==> run_1/ff_map.png <==
Scale: 4 px per µm. Other sequential cells in the stronger gray, the rest of the logic in the fainter gray.
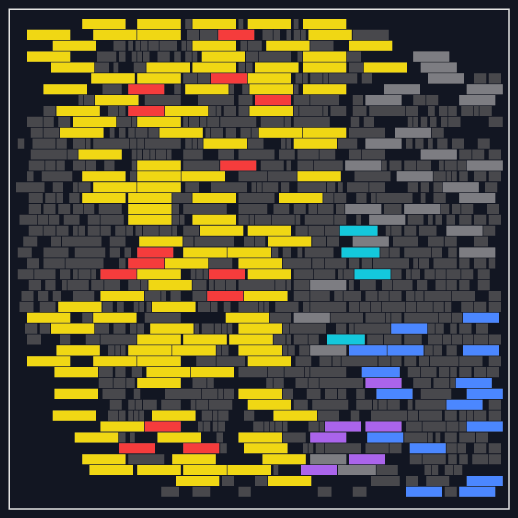
==> run_1/congestion_map.png <==
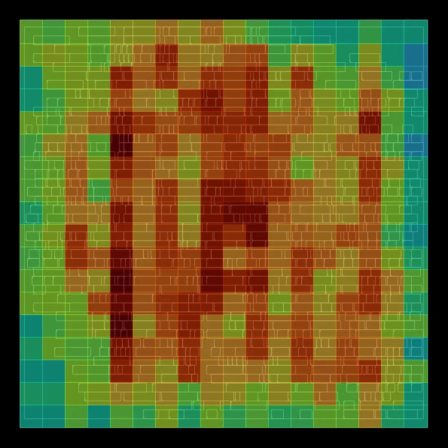
==> run_1/m2.png <==
Scale: 2 px per µm.
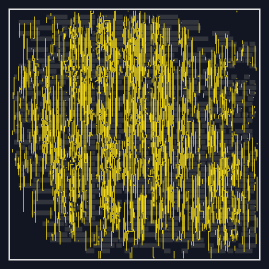
==> run_1/closeup.png <==
Region (42, 67) to (82, 107) µm. Cells in gray, sequential cells in the stronger gray; small squares are vias.
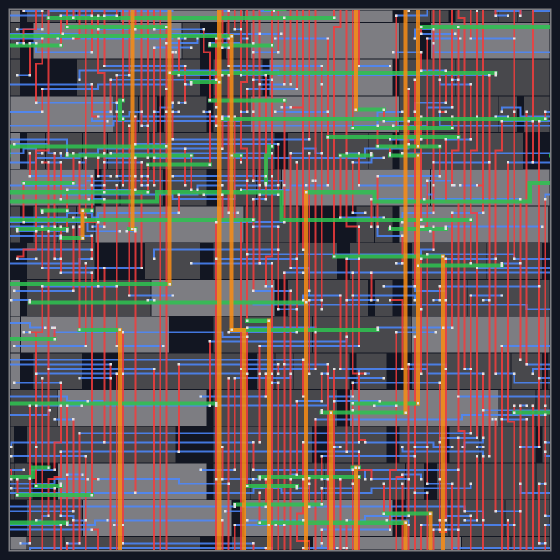
--- config.mk ---
export PLATFORM = sky130hd
export DESIGN_NAME = result_collector_flat
export DESIGN_NICKNAME = d
export VERILOG_FILES = /design/src/rtl/result_collector_pkg.sv /design/src/rtl/result_collector_if.sv /design/src/rtl/res_fifo.sv /design/src/rtl/result_collector.sv /design/src/flat_wrapper.sv
export SDC_FILE = /design/constraint.sdc
export NUM_CORES = 1
export LEC_CHECK = 0
export CORE_MARGIN = 1
export CORE_UTILIZATION = 52
export DETAILED_ROUTE_END_ITERATION = 12
export PLACE_DENSITY = 0.76
export SLEW_MARGIN = 20
export SYNTH_ARGS = -nofsm -noshare
export SYNTH_HDL_FRONTEND = slang
export SYNTH_HIERARCHICAL = 1
export SYNTH_SLANG_ARGS = --single-unit
--- constraint.sdc ---
create_clock -name clk -period 1.97 [get_ports clk]
set_clock_uncertainty 0.1 [all_clocks]
set_input_delay 0.394 -clock clk [delete_from_list [all_inputs] [get_ports clk]]
set_output_delay 0.394 -clock clk [all_outputs]
set_load 0.03 [all_outputs]
--- src/rtl/result_collector_pkg.sv ---
// Shared widths and the sign-magnitude to two's complement conversion
// used by the result collector and its FIFO.
package collector_pkg;

  localparam int RES_W = 13;
  localparam int OUT_W = 14;
  localparam logic [RES_W-1:0] NEG_ZERO = 13'h1000;

  // Negative zero is mapped explicitly so the output never carries a -0 encoding.
  function automatic logic [OUT_W-1:0] sm_to_tc(input logic [RES_W-1:0] sm);
    logic [OUT_W-1:0] mag;
    mag = {2'b00, sm[RES_W-2:0]};
    if (sm == NEG_ZERO) begin
      return '0;
    end
    return sm[RES_W-1] ? (~mag + 1'b1) : mag;
  endfunction

endpackage

--- src/rtl/result_collector_if.sv ---
// Valid/ready result port between the collector (master) and the consumer (slave).
interface result_collector_if;
  import collector_pkg::*;

  logic             out_valid;
  logic             out_ready;
  logic [OUT_W-1:0] out_data;

  modport master (output out_valid, output out_data, input out_ready);
  modport slave  (input out_valid, input out_data, output out_ready);

endinterface

--- src/rtl/res_fifo.sv ---
// Synchronous FIFO with a registered head: a push into an empty FIFO shows up
// on dout/valid one cycle later, there is no combinational fall-through.
module res_fifo #(
  parameter int DEPTH = 8,
  parameter int WIDTH = 14,
  localparam int AW = $clog2(DEPTH),
  localparam int LW = AW + 1
) (
  input  logic             clk,
  input  logic             rst,
  input  logic             flush,
  input  logic             push,
  input  logic             pop,
  input  logic [WIDTH-1:0] din,
  output logic [WIDTH-1:0] dout,
  output logic             valid,
  output logic             full,
  output logic             empty,
  output logic [LW-1:0]    level
);

  logic [WIDTH-1:0] mem [DEPTH];
  logic [AW-1:0]    wr_ptr_reg, wr_ptr_next;
  logic [AW-1:0]    rd_ptr_reg, rd_ptr_next;
  logic [LW-1:0]    level_reg, level_next;
  logic [WIDTH-1:0] head_reg;
  logic             valid_reg;
  logic             push_ok, pop_ok, bypass;

  assign full    = (level_reg == LW'(DEPTH));
  assign empty   = (level_reg == '0);
  assign pop_ok  = pop && !empty;
  assign push_ok = push && (!full || pop_ok);
  // The pushed word becomes the head when nothing else remains after this cycle's pop.
  assign bypass  = push_ok && (level_reg == LW'(pop_ok));

  always_comb begin
    wr_ptr_next = wr_ptr_reg + AW'(push_ok);
    rd_ptr_next = rd_ptr_reg + AW'(pop_ok);
    level_next  = level_reg + LW'(push_ok) - LW'(pop_ok);
    if (flush) begin
      wr_ptr_next = '0;
      rd_ptr_next = '0;
      level_next  = '0;
    end
  end

  always_ff @(posedge clk) begin
    if (push_ok && !flush) begin
      mem[wr_ptr_reg] <= din;
    end
  end

  always_ff @(posedge clk or negedge rst) begin
    if (!rst) begin
      wr_ptr_reg <= '0;
      rd_ptr_reg <= '0;
      level_reg  <= '0;
      head_reg   <= '0;
      valid_reg  <= 1'b0;
    end else begin
      wr_ptr_reg <= wr_ptr_next;
      rd_ptr_reg <= rd_ptr_next;
      level_reg  <= level_next;
      valid_reg  <= (level_next != '0);
      if (!flush) begin
        if (bypass) begin
          head_reg <= din;
        end else if (pop_ok) begin
          head_reg <= mem[rd_ptr_next];
        end
      end
    end
  end

  assign dout  = head_reg;
  assign valid = valid_reg;
  assign level = level_reg;

endmodule

--- src/rtl/result_collector.sv ---
// Catches datapath results LATENCY cycles after issue, converts them to two's
// complement, buffers them and counts accepted and dropped results.
module result_collector
  import collector_pkg::*;
#(
  parameter int LATENCY = 6,
  parameter int DEPTH   = 8,
  parameter int CNT_W   = 16
) (
  input  logic                   clk,
  input  logic                   rst,
  input  logic                   flush,
  input  logic                   issue,
  input  logic [RES_W-1:0]       y,
  result_collector_if.master     result,
  output logic [$clog2(DEPTH):0] level,
  output logic [CNT_W-1:0]       acc_cnt,
  output logic [CNT_W-1:0]       drop_cnt,
  output logic                   overflow
);

  logic [1:0]         rst_sync_reg;
  logic               rst_int;
  logic [LATENCY-1:0] vp_reg;
  logic               tap, pop, push, drop, full, empty;
  logic [OUT_W-1:0]   tc_data;
  logic [CNT_W-1:0]   acc_cnt_reg, drop_cnt_reg;
  logic               overflow_reg;

  // Reset asserts immediately but is released two clock edges later.
  always_ff @(posedge clk or negedge rst) begin
    if (!rst) begin
      rst_sync_reg <= 2'b00;
    end else begin
      rst_sync_reg <= {rst_sync_reg[0], 1'b1};
    end
  end
  assign rst_int = rst_sync_reg[1];

  generate
    if (LATENCY == 1) begin : g_vp_one
      always_ff @(posedge clk or negedge rst_int) begin
        if (!rst_int) begin
          vp_reg <= '0;
        end else begin
          vp_reg <= flush ? 1'b0 : issue;
        end
      end
    end else begin : g_vp_shift
      always_ff @(posedge clk or negedge rst_int) begin
        if (!rst_int) begin
          vp_reg <= '0;
        end else if (flush) begin
          vp_reg <= '0;
        end else begin
          vp_reg <= {vp_reg[LATENCY-2:0], issue};
        end
      end
    end
  endgenerate

  assign tap     = vp_reg[LATENCY-1];
  assign tc_data = sm_to_tc(y);
  assign pop     = result.out_valid && result.out_ready;
  // A result landing in a flush cycle vanishes without touching the counters.
  assign push    = tap && !flush && (!full || pop);
  assign drop    = tap && !flush && full && !pop;

  res_fifo #(
    .DEPTH (DEPTH),
    .WIDTH (OUT_W)
  ) u_fifo (
    .clk   (clk),
    .rst   (rst_int),
    .flush (flush),
    .push  (push),
    .pop   (pop),
    .din   (tc_data),
    .dout  (result.out_data),
    .valid (result.out_valid),
    .full  (full),
    .empty (empty),
    .level (level)
  );

  always_ff @(posedge clk or negedge rst_int) begin
    if (!rst_int) begin
      acc_cnt_reg  <= '0;
      drop_cnt_reg <= '0;
      overflow_reg <= 1'b0;
    end else begin
      if (push) begin
        acc_cnt_reg <= acc_cnt_reg + 1'b1;
      end
      if (drop) begin
        overflow_reg <= 1'b1;
        if (drop_cnt_reg != '1) begin
          drop_cnt_reg <= drop_cnt_reg + 1'b1;
        end
      end
    end
  end

  assign acc_cnt  = acc_cnt_reg;
  assign drop_cnt = drop_cnt_reg;
  assign overflow = overflow_reg;

endmodule

--- src/flat_wrapper.sv ---
// flat-port wrapper written by rule: the top's interface ports become plain ports
module result_collector_flat import collector_pkg::*;
#(
  parameter int LATENCY = 6,
  parameter int DEPTH   = 8,
  parameter int CNT_W   = 16
)
  (clk, rst, flush, issue, y, level, acc_cnt, drop_cnt, overflow, result_out_valid, result_out_data, result_out_ready);
  result_collector_if result_i ();
  input  logic clk;
  input  logic rst;
  input  logic flush;
  input  logic issue;
  input  logic [RES_W-1:0] y;
  output logic [$clog2(DEPTH):0] level;
  output logic [CNT_W-1:0] acc_cnt;
  output logic [CNT_W-1:0] drop_cnt;
  output logic overflow;
  output wire logic [$bits(result_i.out_valid)-1:0] result_out_valid;
  output wire logic [$bits(result_i.out_data)-1:0] result_out_data;
  input wire logic [$bits(result_i.out_ready)-1:0] result_out_ready;
  assign result_out_valid = result_i.out_valid;
  assign result_out_data = result_i.out_data;
  assign result_i.out_ready = result_out_ready;
  result_collector #(.LATENCY(LATENCY), .DEPTH(DEPTH), .CNT_W(CNT_W)) u_core (.clk(clk), .rst(rst), .flush(flush), .issue(issue), .y(y), .result(result_i), .level(level), .acc_cnt(acc_cnt), .drop_cnt(drop_cnt), .overflow(overflow));
endmodule
==> report_table.html, run 1 <==
<h3>Flow metrics</h3>
<table>
<tr><th>Metric</th><th>Value</th></tr>
<tr><th colspan="2">Logic synthesis</th></tr>
<tr><td>Flop and latch count out of synthesis</td><td>178</td></tr>
<tr><td>Syn avg cell area</td><td>12.7 µm²</td></tr>
<tr><td>Simple-gate portion of the synthesized area</td><td>0.159</td></tr>
<tr><td>Proportion of register bits with asynchronous set or reset after synthesis</td><td>0.371</td></tr>
<tr><td>Gate Count Post-Synth</td><td>617</td></tr>
<tr><td>Fraction of the yosys area taken by sequential cells</td><td>0.642</td></tr>
<tr><td>Dominant comb cell</td><td>simple AND/OR/NAND/NOR gates</td></tr>
<tr><td>Yosys warns</td><td>6</td></tr>
<tr><td>Mapped Nets</td><td>648</td></tr>
<tr><td>XORs/XNORs by Area</td><td>0.0426</td></tr>
<tr><td>Chip area from the yosys synthesis statistics</td><td>7810 µm²</td></tr>
<tr><th colspan="2">Setup path</th></tr>
<tr><td>Chain of cells forming the critical path</td><td>inv_2, ha_4, nor3b_4, a21boi_4, nor2_4, or2_4, ha_4, a21o_1, a21oi_2, xnor2_1, nor2_1, or4_1</td></tr>
<tr><td>Most prevalent standard cell on the critical path</td><td>sky130_fd_sc_hd__ha_4</td></tr>
<tr><td>Slowest-stage cell, CP</td><td>sky130_fd_sc_hd__or4_1</td></tr>
<tr><td>CP endpoint</td><td>u_core/u_fifo/valid$_DFF_PN0_</td></tr>
<tr><td>Top delay family on crit path</td><td>simple AND/OR/NAND/NOR gates</td></tr>
<tr><td>Endpoint of the lowest-slack register-to-register path</td><td>u_core/u_fifo/valid$_DFF_PN0_</td></tr>
<tr><td>Biggest fanout along the worst timing path</td><td>3</td></tr>
<tr><td>Kind of start point of the critical path</td><td>flop</td></tr>
<tr><td>Total buffers and inverters traversed by the critical path</td><td>1</td></tr>
<tr><td>Origin of the worst setup path</td><td>u_core/u_fifo/level[2]$_DFF_PN0_</td></tr>
<tr><td>Critical Path AT</td><td>3.08 ns</td></tr>
<tr><td>Critical path capture point type</td><td>flop</td></tr>
<tr><td>Type of the worst setup path</td><td>reg -&gt; reg</td></tr>
<tr><td>Instance count on the critical path</td><td>12</td></tr>
<tr><td>Data required time of the critical path</td><td>2.17 ns</td></tr>
<tr><td>Register-to-register path setup slack</td><td>-0.91 ns</td></tr>
<tr><th colspan="2">Die</th></tr>
<tr><td>Die height</td><td>125 µm</td></tr>
<tr><td>Area of the die</td><td>15500 µm²</td></tr>
<tr><th colspan="2">Power and ir drop</th></tr>
<tr><td>Sw power</td><td>3.69 mW</td></tr>
<tr><td>Total power</td><td>11.9 mW</td></tr>
<tr><td>Leakage power total</td><td>4.63 nW</td></tr>
<tr><td>Clock network power share</td><td>0.275</td></tr>
<tr><td>Power density cells</td><td>1060 nW/µm²</td></tr>
<tr><td>Part of the total power dissipated in combinational logic</td><td>0.354</td></tr>
<tr><th colspan="2">Clock network</th></tr>
<tr><td>Number of gates given a new drive strength after cts</td><td>185</td></tr>
<tr><td>Clock insertion delay at the later pin of the skew report</td><td>0.43 ns</td></tr>
<tr><td>CTS Hold Buffers Added</td><td>0</td></tr>
<tr><td>Number of buffers added for setup after CTS</td><td>21</td></tr>
<tr><td>CTS Buf Count</td><td>17</td></tr>
<tr><td>Maximum clock insertion buffer count</td><td>2</td></tr>
<tr><td>CTS tree</td><td>done</td></tr>
<tr><td>CTS Root Cell</td><td>sky130_fd_sc_hd__clkbuf_16</td></tr>
<tr><td>Clock sink count</td><td>178</td></tr>
<tr><td># H-tree levels</td><td>4</td></tr>
<tr><th colspan="2">Routing</th></tr>
<tr><td>Total iterations of the first detailed-routing run</td><td>7</td></tr>
<tr><td>Final ANT Viol Nets</td><td>0</td></tr>
<tr><td>Number of design-rule violations left by the first detailed-router iteration</td><td>601</td></tr>
<tr><th colspan="2">Global routing</th></tr>
<tr><td>Via count of the first global-routing pass</td><td>6179</td></tr>
<tr><td>Remaining global-route overflow</td><td>0</td></tr>
<tr><td>Initial antenna violation count</td><td>0</td></tr>
<tr><td>Global-route wire length before repair</td><td>33900 µm</td></tr>
<tr><td>Maximum number of pins on one net before global-route repair</td><td>65</td></tr>
<tr><th colspan="2">Final timing</th></tr>
<tr><td>Minimum clock period</td><td>2.88 ns</td></tr>
<tr><td>Final setup viols</td><td>164</td></tr>
<tr><td>Part of the cycle the worst path needs</td><td>1.46</td></tr>
<tr><td>Peak Freq</td><td>348 MHz</td></tr>
<tr><td>Post-route setup slack</td><td>-0.906 ns</td></tr>
<tr><td>Hold Vio Cnt, Final</td><td>0</td></tr>
<tr><th colspan="2">Final layout</th></tr>
<tr><td>Number of antenna repair diodes</td><td>0</td></tr>
<tr><td>Fraction of layout cells with a size suffix above 1</td><td>0.340</td></tr>
<tr><td>Logic cell area</td><td>3310 µm²</td></tr>
<tr><td>Final instance count without filler cells</td><td>998</td></tr>
<tr><td>Filler Cell Count</td><td>829</td></tr>
<tr><td>Max reg flops</td><td>112</td></tr>
<tr><td>Net count reported at finish</td><td>832</td></tr>
<tr><td>Post-layout instance area</td><td>11200 µm²</td></tr>
<tr><th colspan="2">Place</th></tr>
<tr><td>Count of buffers from port buffering</td><td>69</td></tr>
<tr><td>Worst setup slack after placement</td><td>-1.05 ns</td></tr>
<tr><td>Global placer's final weighted congestion</td><td>0.844</td></tr>
<tr><td>Area of placed instances</td><td>9700 µm²</td></tr>
<tr><td>Half-perimeter wire length after detailed placement</td><td>12200 µm</td></tr>
<tr><td>Post-Place Cells</td><td>937</td></tr>
<tr><th colspan="2">Run status</th></tr>
<tr><td>Run status</td><td>finished, violations left</td></tr>
<tr><td>Failing checks</td><td>setup timing</td></tr>
<tr><th colspan="2">Job</th></tr>
<tr><td>Max cap viols</td><td>0</td></tr>
<tr><td>Count of tool warnings</td><td>30</td></tr>
<tr><th colspan="2">Worst hold path</th></tr>
<tr><td>Worst hold path class</td><td>in -&gt; async</td></tr>
</table>
## Picture notes: ff_map.png
[u_core/u_fifo/level] cyan | placed flops: 4
[u_core/vp_reg] purple | placed flops: 6
[u_core/u_fifo/dout] red | placed flops: 14
[u_core/u_fifo/mem] yellow | placed flops: 112
[u_core/drop_cnt] blue | placed flops: 16 | where: south-east
not colored: 26
utilization after layout: 0.765
total area of sequential cells: 5020 µm²
Seq group: 4.39 mW
proportion of cell area occupied by registers: 0.450

## Picture notes: congestion_map.png
average wire per cell in the routed design: 22.3 µm
global routing usage summed across all routing layers: 0.292
grt met1 use: 0.347
met2 track demand over resource in global routing: 0.501

## Picture notes: m2.png
share of all routed wire: 51%
wire length on this layer: 11300 µm
longest straight run: 50.0 µm
nets with wire on the layer: 759
main direction: vertical
wire length after detailed routing: 22200 µm
routed via count: 6031

## Picture notes: closeup.png
[M2] red
[M4] orange
[M1] blue
[M3] green
sequential cells in the window: 19
netlist names of flops here include: u_core/u_fifo/mem (17), u_core/u_fifo/dout (2)
cells with their middle in the window: 93
most frequent: edfxtp_1 (17), nand2_1 (16)

## run 1: cells in the mapped netlist, types with 2 or more instances
cell type	instances	area [µm²]
sky130_fd_sc_hd__clkbuf_1	12	45.0
sky130_fd_sc_hd__dfrtp_1	66	1650
sky130_fd_sc_hd__buf_2	9	45.0
sky130_fd_sc_hd__nor3_1	13	65.1
sky130_fd_sc_hd__buf_1	4	15.0
sky130_fd_sc_hd__nand3_1	36	180
sky130_fd_sc_hd__nor2b_1	12	75.1
sky130_fd_sc_hd__ha_1	12	150
sky130_fd_sc_hd__a21oi_1	31	155
sky130_fd_sc_hd__inv_1	13	48.8
sky130_fd_sc_hd__edfxtp_1	112	3360
sky130_fd_sc_hd__a32oi_1	14	123
sky130_fd_sc_hd__nand2_1	83	312
sky130_fd_sc_hd__or4_1	2	15.0
sky130_fd_sc_hd__nor4_4	2	42.5
sky130_fd_sc_hd__nor4_1	2	12.5
sky130_fd_sc_hd__nor3b_1	17	128
sky130_fd_sc_hd__nand2b_1	10	62.6
sky130_fd_sc_hd__or2_1	3	18.8
sky130_fd_sc_hd__xor2_1	20	175
sky130_fd_sc_hd__xnor2_1	18	158
sky130_fd_sc_hd__or2_2	3	18.8
sky130_fd_sc_hd__o21ai_0	11	55.1
sky130_fd_sc_hd__a21bo_2	2	20.0
sky130_fd_sc_hd__nor4bb_1	2	20.0
sky130_fd_sc_hd__a21o_1	2	15.0
sky130_fd_sc_hd__nor2_1	21	78.8
sky130_fd_sc_hd__and2_1	2	12.5
sky130_fd_sc_hd__and4_1	2	17.5
sky130_fd_sc_hd__o21ai_1	10	50.1
sky130_fd_sc_hd__mux2i_1	28	280
sky130_fd_sc_hd__and3_1	5	31.3
sky130_fd_sc_hd__mux2_2	4	45.0
sky130_fd_sc_hd__o31ai_1	2	15.0
sky130_fd_sc_hd__nand4_1	9	56.3
## run 1: power by group through the flow
stage	registers (mW)	logic, mW	clock network, mW
after floorplan	4.78	1.62	0
after global placement	4.44	3.26	0
after detailed placement	4.46	3.38	0
after CTS	4.39	3.91	3.26
after global routing	4.41	4.40	3.43
final	4.39	4.20	3.26
## run 1: final cells by class
| type | instances | share of cell area |
|---|---|---|
| Clock inverter | 10 | 0.00998 |
| Tap cell | 184 | 0.0206 |
| Clock buffer | 22 | 0.0407 |
| Timing Repair Buffer | 191 | 0.175 |
| Inverter | 13 | 0.00684 |
| Multi-Input combinational cell | 400 | 0.297 |
| Sequential cell | 178 | 0.450 |
## run 1: layout by cell type, fill, tap and decap left out, drive strengths merged, types with 5 or more instances in the layout
cell type and instances:
buf 120, edfxtp 112, nand2 83, dfrtp 66, dlygate4sd2 46, nand3 36
a21oi 31, clkbuf 29, mux2i 28, nor2 22, o21ai 21, xor2 20
xnor2 18, nor3b 17, a32oi 14, nor3 13, inv 13, nor2b 12
ha 12, clkdlybuf4s50 11, nand2b 11, nand4 10, or2 7, clkinv 7
mux2 6, dlymetal6s2s 5, and3 5
## run 1: per-layer routing
metal	share of wire	vias to the layer above	GRT usage	wire length, µm
met3	0.073	92	0.0558	1610
met5	0	-	0	0
li1	-	2622	-	-
met4	0.049	0	0.155	1090
met2	0.51	346	0.501	11300
met1	0.37	2971	0.347	8230
==> run 2: changes to the inputs <==
--- a/config.mk
+++ b/config.mk
@@ -5,7 +5,7 @@
 export SDC_FILE = /design/constraint.sdc
 export NUM_CORES = 1
 export LEC_CHECK = 0
-export CORE_MARGIN = 1
+export ABC_CLOCK_PERIOD_IN_PS = 1970
 export CORE_UTILIZATION = 52
 export DETAILED_ROUTE_END_ITERATION = 12
 export PLACE_DENSITY = 0.76
==> run 2 against run 1 <==
Against the previous run:
- the flow still finishes with violations (setup timing)
- combinational power barely moved
- area after synthesis did not move
- sequential share of layout area stayed put
- setup slack unchanged
- cell area unchanged
- register-to-register slack about the same
- critical path type unchanged
- critical endpoint unchanged
==> report_table.html, run 2 <==
<h3>Flow metrics</h3>
<table>
<tr><th>Metric</th><th>Value</th></tr>
<tr><th colspan="2">Run status</th></tr>
<tr><td>Run status</td><td>finished, violations left</td></tr>
<tr><td>Failing checks</td><td>setup timing</td></tr>
<tr><th colspan="2">Final layout</th></tr>
<tr><td>Number of antenna repair diodes</td><td>0</td></tr>
<tr><td>Post-layout instance area</td><td>11200 µm²</td></tr>
<tr><td>Net count reported at finish</td><td>832</td></tr>
<tr><td>Utilization after layout</td><td>0.765</td></tr>
<tr><td>Max reg flops</td><td>112</td></tr>
<tr><td>Commonest cells after routing, fill and taps aside</td><td>sky130_fd_sc_hd__edfxtp_1, sky130_fd_sc_hd__nand2_1, sky130_fd_sc_hd__buf_4, sky130_fd_sc_hd__dfrtp_1, sky130_fd_sc_hd__dlygate4sd2_1</td></tr>
<tr><th colspan="2">Logic synthesis</th></tr>
<tr><td>Mapped Nets</td><td>648</td></tr>
<tr><td>Most numerous cell in the Yosys netlist</td><td>sky130_fd_sc_hd__edfxtp_1</td></tr>
<tr><td>Proportion of register bits with asynchronous set or reset after synthesis</td><td>0.371</td></tr>
<tr><td>Commonest cells in the synthesized netlist</td><td>sky130_fd_sc_hd__edfxtp_1, sky130_fd_sc_hd__nand2_1, sky130_fd_sc_hd__dfrtp_1, sky130_fd_sc_hd__nand3_1, sky130_fd_sc_hd__a21oi_1</td></tr>
<tr><td>Top cells by area</td><td>sky130_fd_sc_hd__edfxtp_1, sky130_fd_sc_hd__dfrtp_1, sky130_fd_sc_hd__nand2_1</td></tr>
<tr><td>Yosys top cell area share</td><td>0.431</td></tr>
<tr><td>Fraction of the yosys area taken by sequential cells</td><td>0.642</td></tr>
<tr><td>Gate Count Post-Synth</td><td>617</td></tr>
<tr><td>Yosys warns</td><td>6</td></tr>
<tr><td>Flop and latch count out of synthesis</td><td>178</td></tr>
<tr><th colspan="2">Setup path</th></tr>
<tr><td>Origin of the worst setup path</td><td>u_core/u_fifo/level[2]$_DFF_PN0_</td></tr>
<tr><td>Endpoint of the lowest-slack register-to-register path</td><td>u_core/u_fifo/valid$_DFF_PN0_</td></tr>
<tr><td>Critical path capture point type</td><td>flop</td></tr>
<tr><td>Type of the worst setup path</td><td>reg -&gt; reg</td></tr>
<tr><td>Critical Path AT</td><td>3.08 ns</td></tr>
<tr><td>Data required time of the critical path</td><td>2.17 ns</td></tr>
<tr><td>Biggest fanout along the worst timing path</td><td>3</td></tr>
<tr><th colspan="2">Place</th></tr>
<tr><td>Count of buffers from port buffering</td><td>69</td></tr>
<tr><td>Global placer's final weighted congestion</td><td>0.844</td></tr>
<tr><td>Area of placed instances</td><td>9700 µm²</td></tr>
<tr><td>Worst setup slack after placement</td><td>-1.05 ns</td></tr>
<tr><th colspan="2">Global routing</th></tr>
<tr><td>Initial antenna violation count</td><td>0</td></tr>
<tr><td>Remaining global-route overflow</td><td>0</td></tr>
<tr><td>Global routing usage summed across all routing layers</td><td>0.292</td></tr>
<tr><th colspan="2">Routing</th></tr>
<tr><td>Number of design-rule violations left by the first detailed-router iteration</td><td>601</td></tr>
<tr><td>Average wire per cell in the routed design</td><td>22.3 µm</td></tr>
<tr><td>Wire length after detailed routing</td><td>22200 µm</td></tr>
<tr><td>Routed via count</td><td>6031</td></tr>
<tr><td>Final ANT Viol Nets</td><td>0</td></tr>
<tr><td>Total iterations of the first detailed-routing run</td><td>7</td></tr>
<tr><th colspan="2">Clock network</th></tr>
<tr><td># H-tree levels</td><td>4</td></tr>
<tr><td>CTS Root Cell</td><td>sky130_fd_sc_hd__clkbuf_16</td></tr>
<tr><th colspan="2">Job</th></tr>
<tr><td>Max cap viols</td><td>0</td></tr>
<tr><td>Count of tool warnings</td><td>30</td></tr>
<tr><th colspan="2">Power and ir drop</th></tr>
<tr><td>Total power</td><td>11.9 mW</td></tr>
<tr><td>Sw power</td><td>3.69 mW</td></tr>
<tr><td>Power density cells</td><td>1060 nW/µm²</td></tr>
<tr><td>Leakage power total</td><td>4.63 nW</td></tr>
<tr><td>Clock network power share</td><td>0.275</td></tr>
<tr><td>Part of the total power dissipated in combinational logic</td><td>0.354</td></tr>
<tr><th colspan="2">Final timing</th></tr>
<tr><td>Part of the cycle the worst path needs</td><td>1.46</td></tr>
<tr><td>Hold Vio Cnt, Final</td><td>0</td></tr>
<tr><td>Final setup viols</td><td>164</td></tr>
<tr><td>Peak Freq</td><td>348 MHz</td></tr>
<tr><td>Post-route setup slack</td><td>-0.906 ns</td></tr>
<tr><th colspan="2">Die</th></tr>
<tr><td>Area of the die</td><td>15500 µm²</td></tr>
<tr><th colspan="2">Worst hold path</th></tr>
<tr><td>Worst hold path class</td><td>in -&gt; async</td></tr>
</table>
==> run 2: cell counts in the layout (fill, tap and decap cells not counted) <==
No cell type changed its count.
==> run 2: power by group through the flow <==
| stage | sequential, mW | clock, mW | combinational (mW) |
|---|---|---|---|
| 6_report | 4.39 | 3.26 | 4.20 |
| 5_1_grt | 4.41 | 3.43 | 4.40 |
| 4_1_cts | 4.39 | 3.26 | 3.91 |
| 3_5_place_dp | 4.46 | 0 | 3.38 |
| 3_3_place_gp | 4.44 | 0 | 3.26 |
| 2_1_floorplan | 4.78 | 0 | 1.62 |
==> run 2: worst max path at each step <==
stage	to	slack [ns]	cells after the start
floorplan	u_core/u_fifo/mem[2][0]$_DFFE_PP_	-0.94	8
global placement	u_core/u_fifo/dout[9]$_DFFE_PN0P_	-1.0	8
detailed placement	u_core/u_fifo/dout[9]$_DFFE_PN0P_	-1.05	8
CTS	u_core/u_fifo/valid$_DFF_PN0_	-0.84	12
global route	u_core/u_fifo/valid$_DFF_PN0_	-1.00	12
finish	u_core/u_fifo/valid$_DFF_PN0_	-0.91	12
==> run 2: layout make-up <==
cell class	count	area, µm²
Inverter	13	76.3
Multi-Input combinational cell	400	3310
Tap cell	184	230
Sequential cell	178	5020
Clock inverter	10	111
Fill cell	829	3430
Clock buffer	22	454
Timing Repair Buffer	191	1950
==> run 2: routing by layer <==
| layer | part of all wire | global-route usage |
|---|---|---|
| met3 | 0.073 | 0.0558 |
| met2 | 0.51 | 0.501 |
| met4 | 0.049 | 0.155 |
| met1 | 0.37 | 0.347 |
| met5 | 0 | 0 |
==> run 2: through the flow <==
step / setup TNS (ns) / instances / hold slack (ns)
after floorplan: -89.49 / 617 / -0.00159
after global placement: -181.53 / 937 / 0.193
after detailed placement: -190.68 / 937 / 0.200
after CTS: -73.17 / 996 / 0.0257
after global routing: -97.43 / 998 / 0.0240
final: -86.14 / 998 / 0.0281
==> run 2: timing repair <==
item	CTS	global route
gates cloned	9	0
pin swaps	45	17
setup buffers	21	8
resized	185	46
setup endpoints to repair	304	213
==> run 2: logic make-up (layout without fill, tap and decap cells) <==
family,after synthesis,in the layout,share of synthesized area
xor+xnor,38,38,0.0426
flops,178,178,0.642
buf+inv,39,236,0.0212
compound gates,80,80,0.0676
mux,34,34,0.0450
other cells,1,1,0.000480
simple gates,234,234,0.159
fa+ha+maj,13,13,0.0218
==> run 2: worst max-delay path, cell delays in order (launching register included) <==
cell                       delay (ns)
sky130_fd_sc_hd__dfrtp_2         0.41
sky130_fd_sc_hd__inv_2           0.08
sky130_fd_sc_hd__ha_4            0.13
sky130_fd_sc_hd__nor3b_4         0.18
sky130_fd_sc_hd__a21boi_4        0.24
sky130_fd_sc_hd__nor2_4          0.05
sky130_fd_sc_hd__or2_4           0.25
sky130_fd_sc_hd__ha_4            0.22
sky130_fd_sc_hd__a21o_1          0.17
sky130_fd_sc_hd__a21oi_2         0.13
sky130_fd_sc_hd__xnor2_1         0.16
sky130_fd_sc_hd__nor2_1          0.11
sky130_fd_sc_hd__or4_1           0.51
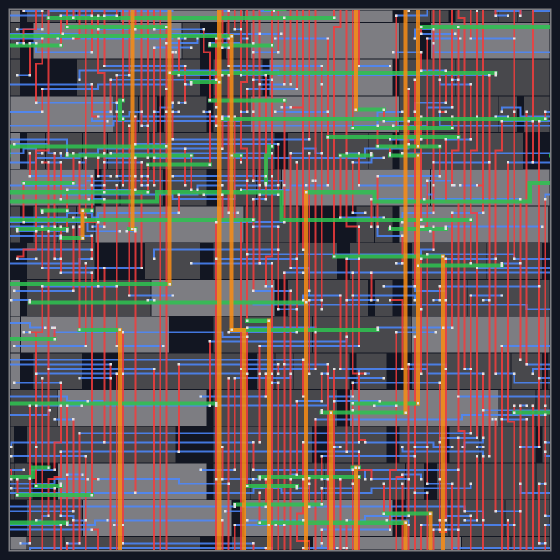
(run_2/closeup.png)
Region (42, 67) to (82, 107) µm. Cells in gray, sequential cells in the stronger gray; small squares are vias.
[M4] orange
[M3] green
[M1] blue
[M2] red
most frequent: edfxtp_1 (17), nand2_1 (16)
netlist names of flops here include: u_core/u_fifo/mem (17), u_core/u_fifo/dout (2)
sequential cells in the window: 19
cells with their middle in the window: 93

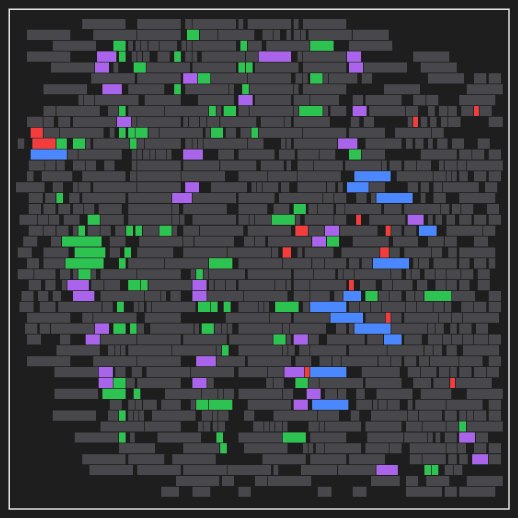
(run_2/gates.png)
Scale: 4 px per µm.
[mux cells] purple | cells: 34 | most used: mux2i_1
[aoi and oai cells] green | cells: 71 | most used: a21oi_1
[inv cells] red | cells: 13 | most used: inv_1
[fa/ha/maj cells] blue | cells: 13 | most used: ha_4
multi-input combinational area share: 0.297
final instance count without filler cells: 998
most common cell after layout, fill and taps aside: sky130_fd_sc_hd__edfxtp_1

==> run_2/ff_map.png <==
Scale: 4 px per µm. Other sequential cells in the stronger gray, the rest of the logic in the fainter gray.
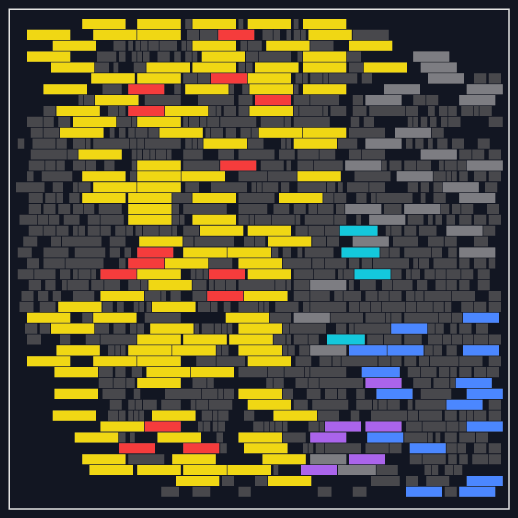

==> run 3: changes to the inputs <==
==> constraint.sdc (replaced) <==
create_clock -name clk -period 1.97 [get_ports clk]
set_clock_uncertainty 0.1 [all_clocks]
set_input_delay 0.2955 -clock clk [delete_from_list [all_inputs] [get_ports clk]]
set_output_delay 0.2955 -clock clk [all_outputs]
set_load 0.03 [all_outputs]
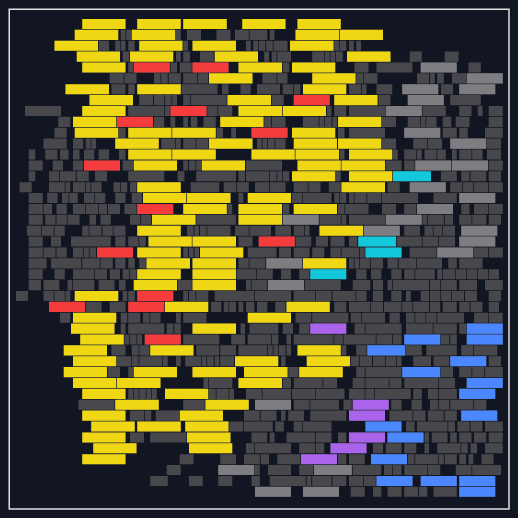
(run_3/ff_map.png)
Scale: 4 px per µm. Other sequential cells in the stronger gray, the rest of the logic in the fainter gray.
total area of sequential cells: 5020 µm²
Seq group: 4.41 mW
proportion of cell area occupied by registers: 0.453

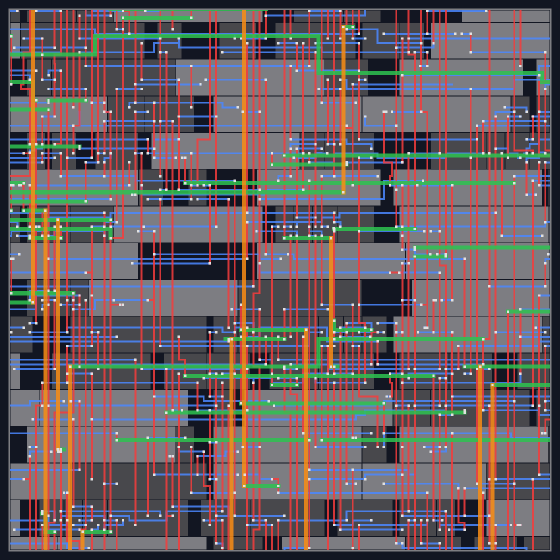
(run_3/closeup.png)
Region (42, 67) to (82, 107) µm. Cells in gray, sequential cells in the stronger gray; small squares are vias.

==> run 3 against run 2 <==
Against the previous run:
- power shrank 3.2%
- final cell count shrank 0.80%
- critical path depth is the same
- largest power group unchanged
- critical path type unchanged
- register-to-register slack lost 0.05 ns
- non-clock buffer count shrank 8
- hold slack gained 0.15 ns
- the flow still finishes with violations (setup timing)
==> report_table.html, run 3 <==
<h3>Flow metrics</h3>
<table>
<tr><th>Metric</th><th>Value</th></tr>
<tr><th colspan="2">Die</th></tr>
<tr><td>Die height</td><td>125 µm</td></tr>
<tr><th colspan="2">Final timing</th></tr>
<tr><td>Final worst hold slack</td><td>0.180 ns</td></tr>
<tr><td>Post-route setup slack</td><td>-0.961 ns</td></tr>
<tr><td>Peak Freq</td><td>341 MHz</td></tr>
<tr><td>Aggregate negative setup slack</td><td>-97.00 ns</td></tr>
<tr><td>Part of the cycle the worst path needs</td><td>1.49</td></tr>
<tr><td>Hold Vio Cnt, Final</td><td>0</td></tr>
<tr><td>Minimum clock period</td><td>2.93 ns</td></tr>
<tr><td>Final setup viols</td><td>161</td></tr>
<tr><th colspan="2">Worst hold path</th></tr>
<tr><td>Worst hold path class</td><td>reg -&gt; async</td></tr>
<tr><th colspan="2">Clock network</th></tr>
<tr><td>Clock insertion delay at the later pin of the skew report</td><td>0.44 ns</td></tr>
<tr><td>CTS Root Cell</td><td>sky130_fd_sc_hd__clkbuf_16</td></tr>
<tr><td># H-tree levels</td><td>4</td></tr>
<tr><th colspan="2">Final layout</th></tr>
<tr><td>Number of antenna repair diodes</td><td>0</td></tr>
<tr><td>Net count reported at finish</td><td>824</td></tr>
<tr><td>Most common cell after layout, fill and taps aside</td><td>sky130_fd_sc_hd__edfxtp_1</td></tr>
<tr><td>Fraction of layout cells with a size suffix above 1</td><td>0.324</td></tr>
<tr><td>Filler Cell Count</td><td>828</td></tr>
<tr><td>Max reg flops</td><td>112</td></tr>
<tr><th colspan="2">Routing</th></tr>
<tr><td>Wire length after detailed routing</td><td>21300 µm</td></tr>
<tr><td>Average wire per cell in the routed design</td><td>21.5 µm</td></tr>
<tr><td>Final ANT Viol Nets</td><td>0</td></tr>
<tr><th colspan="2">Power and ir drop</th></tr>
<tr><td>Power density cells</td><td>1040 nW/µm²</td></tr>
<tr><td>Power Clock</td><td>3.33 mW</td></tr>
<tr><td>Sw power</td><td>3.81 mW</td></tr>
<tr><td>Part of the total power dissipated in combinational logic</td><td>0.326</td></tr>
<tr><th colspan="2">Global routing</th></tr>
<tr><td>Remaining global-route overflow</td><td>0</td></tr>
<tr><td>Maximum number of pins on one net before global-route repair</td><td>65</td></tr>
<tr><td>Global-route wire length before repair</td><td>31900 µm</td></tr>
<tr><th colspan="2">Logic synthesis</th></tr>
<tr><td>Top cells by area</td><td>sky130_fd_sc_hd__edfxtp_1, sky130_fd_sc_hd__dfrtp_1, sky130_fd_sc_hd__nand2_1</td></tr>
<tr><td>Gate Count Post-Synth</td><td>617</td></tr>
<tr><td>Proportion of register bits with asynchronous set or reset after synthesis</td><td>0.371</td></tr>
<tr><td>Flop and latch count out of synthesis</td><td>178</td></tr>
<tr><td>Syn avg cell area</td><td>12.7 µm²</td></tr>
<tr><th colspan="2">Job</th></tr>
<tr><td>Count of tool warnings</td><td>30</td></tr>
<tr><td>Max cap viols</td><td>0</td></tr>
<tr><th colspan="2">Setup path</th></tr>
<tr><td>Data required time of the critical path</td><td>2.18 ns</td></tr>
<tr><td>Type of the worst setup path</td><td>reg -&gt; reg</td></tr>
<tr><td>Kind of start point of the critical path</td><td>flop</td></tr>
<tr><th colspan="2">Place</th></tr>
<tr><td>Global placer's final weighted congestion</td><td>0.837</td></tr>
<tr><th colspan="2">Run status</th></tr>
<tr><td>Failing checks</td><td>setup timing</td></tr>
<tr><td>Run status</td><td>finished, violations left</td></tr>
</table>
-- run 3: metal layers --
layer	global-route usage	share of wire	vias to the layer above
met2	0.464	0.51	304
met1	0.323	0.37	2896
met5	0	0	-
met3	0.0498	0.070	65
li1	-	-	2604
met4	0.157	0.044	0
-- run 3: critical path, stage by stage (launching register included) --
cell and delay, ns:
sky130_fd_sc_hd__dfrtp_2 0.43, sky130_fd_sc_hd__inv_2 0.09, sky130_fd_sc_hd__ha_4 0.13, sky130_fd_sc_hd__nor3b_4 0.19, sky130_fd_sc_hd__a21boi_4 0.24, sky130_fd_sc_hd__nor2_4 0.06, sky130_fd_sc_hd__or2_4 0.25, sky130_fd_sc_hd__ha_1 0.28
sky130_fd_sc_hd__a21o_1 0.17, sky130_fd_sc_hd__a21oi_2 0.15, sky130_fd_sc_hd__xnor2_1 0.14, sky130_fd_sc_hd__nor2_1 0.07, sky130_fd_sc_hd__or4_1 0.51
-- run 3: final timing paths --
check,start,endpoint,slack [ns],cells past startpoint
max,u_core/u_fifo/level[2]$_DFF_PN0_,u_core/u_fifo/valid$_DFF_PN0_,-0.96,12
min,u_core/rst_sync_reg[1]$_DFF_PN0_,u_core/drop_cnt[15]$_DFFE_PN0P_,0.18,1
max reg2reg,u_core/u_fifo/level[2]$_DFF_PN0_,u_core/u_fifo/valid$_DFF_PN0_,-0.96,12
min reg2reg,u_core/rst_sync_reg[1]$_DFF_PN0_,u_core/drop_cnt[15]$_DFFE_PN0P_,0.18,1
max in group asynchronous,rst,u_core/rst_sync_reg[1]$_DFF_PN0_,1.18,2
min in group clk,u_core/rst_sync_reg[0]$_DFF_PN0_,u_core/rst_sync_reg[1]$_DFF_PN0_,0.26,0
-- run 3: logic make-up (layout without fill, tap and decap cells) --
kind of cell	Yosys count	count (layout)	share of synthesized area
compound gates	80	80	0.0676
xor+xnor	38	38	0.0426
fa+ha+maj	13	13	0.0218
buf+inv	39	228	0.0212
flops	178	178	0.642
mux	34	34	0.0450
other cells	1	1	0.000480
simple gates	234	234	0.159
-- run 3: layout make-up --
class                   count  area (µm²)  share of cell area
clock buffers              17         425              0.0384
clock inverters            15         164              0.0148
inverters                  13        73.8             0.00667
multi-input cells         400        3250               0.294
flip-flops and latches    178        5020               0.453
well taps                 184         230              0.0208
repair buffers            183        1900               0.172
-- run 3: through the flow --
stage | util | setup WS, ns | instances | area, µm²
detailed placement | 0.655 | -0.973 | 929 | 9550
finish | 0.759 | -0.961 | 990 | 11100
global route | 0.759 | -1.07 | 990 | 11100
floorplan | - | -0.936 | 617 | 8040
CTS | 0.736 | -0.882 | 980 | 10700
global placement | 0.655 | -0.870 | 929 | 9550
-- run 3: timing repair --
| action | 4_1_cts | 5_1_grt |
|---|---|---|
| resized | 115 | 55 |
| setup buffers | 13 | 9 |
| cloned | 6 | 1 |
| hold buffers | 1 | 0 |
| setup endpoints to repair | 272 | 244 |
| endpoints found under the hold margin | 2 | 0 |
| pin swaps | 34 | 20 |
Power figures rest on the tool's default switching activity, not on a simulated workload.
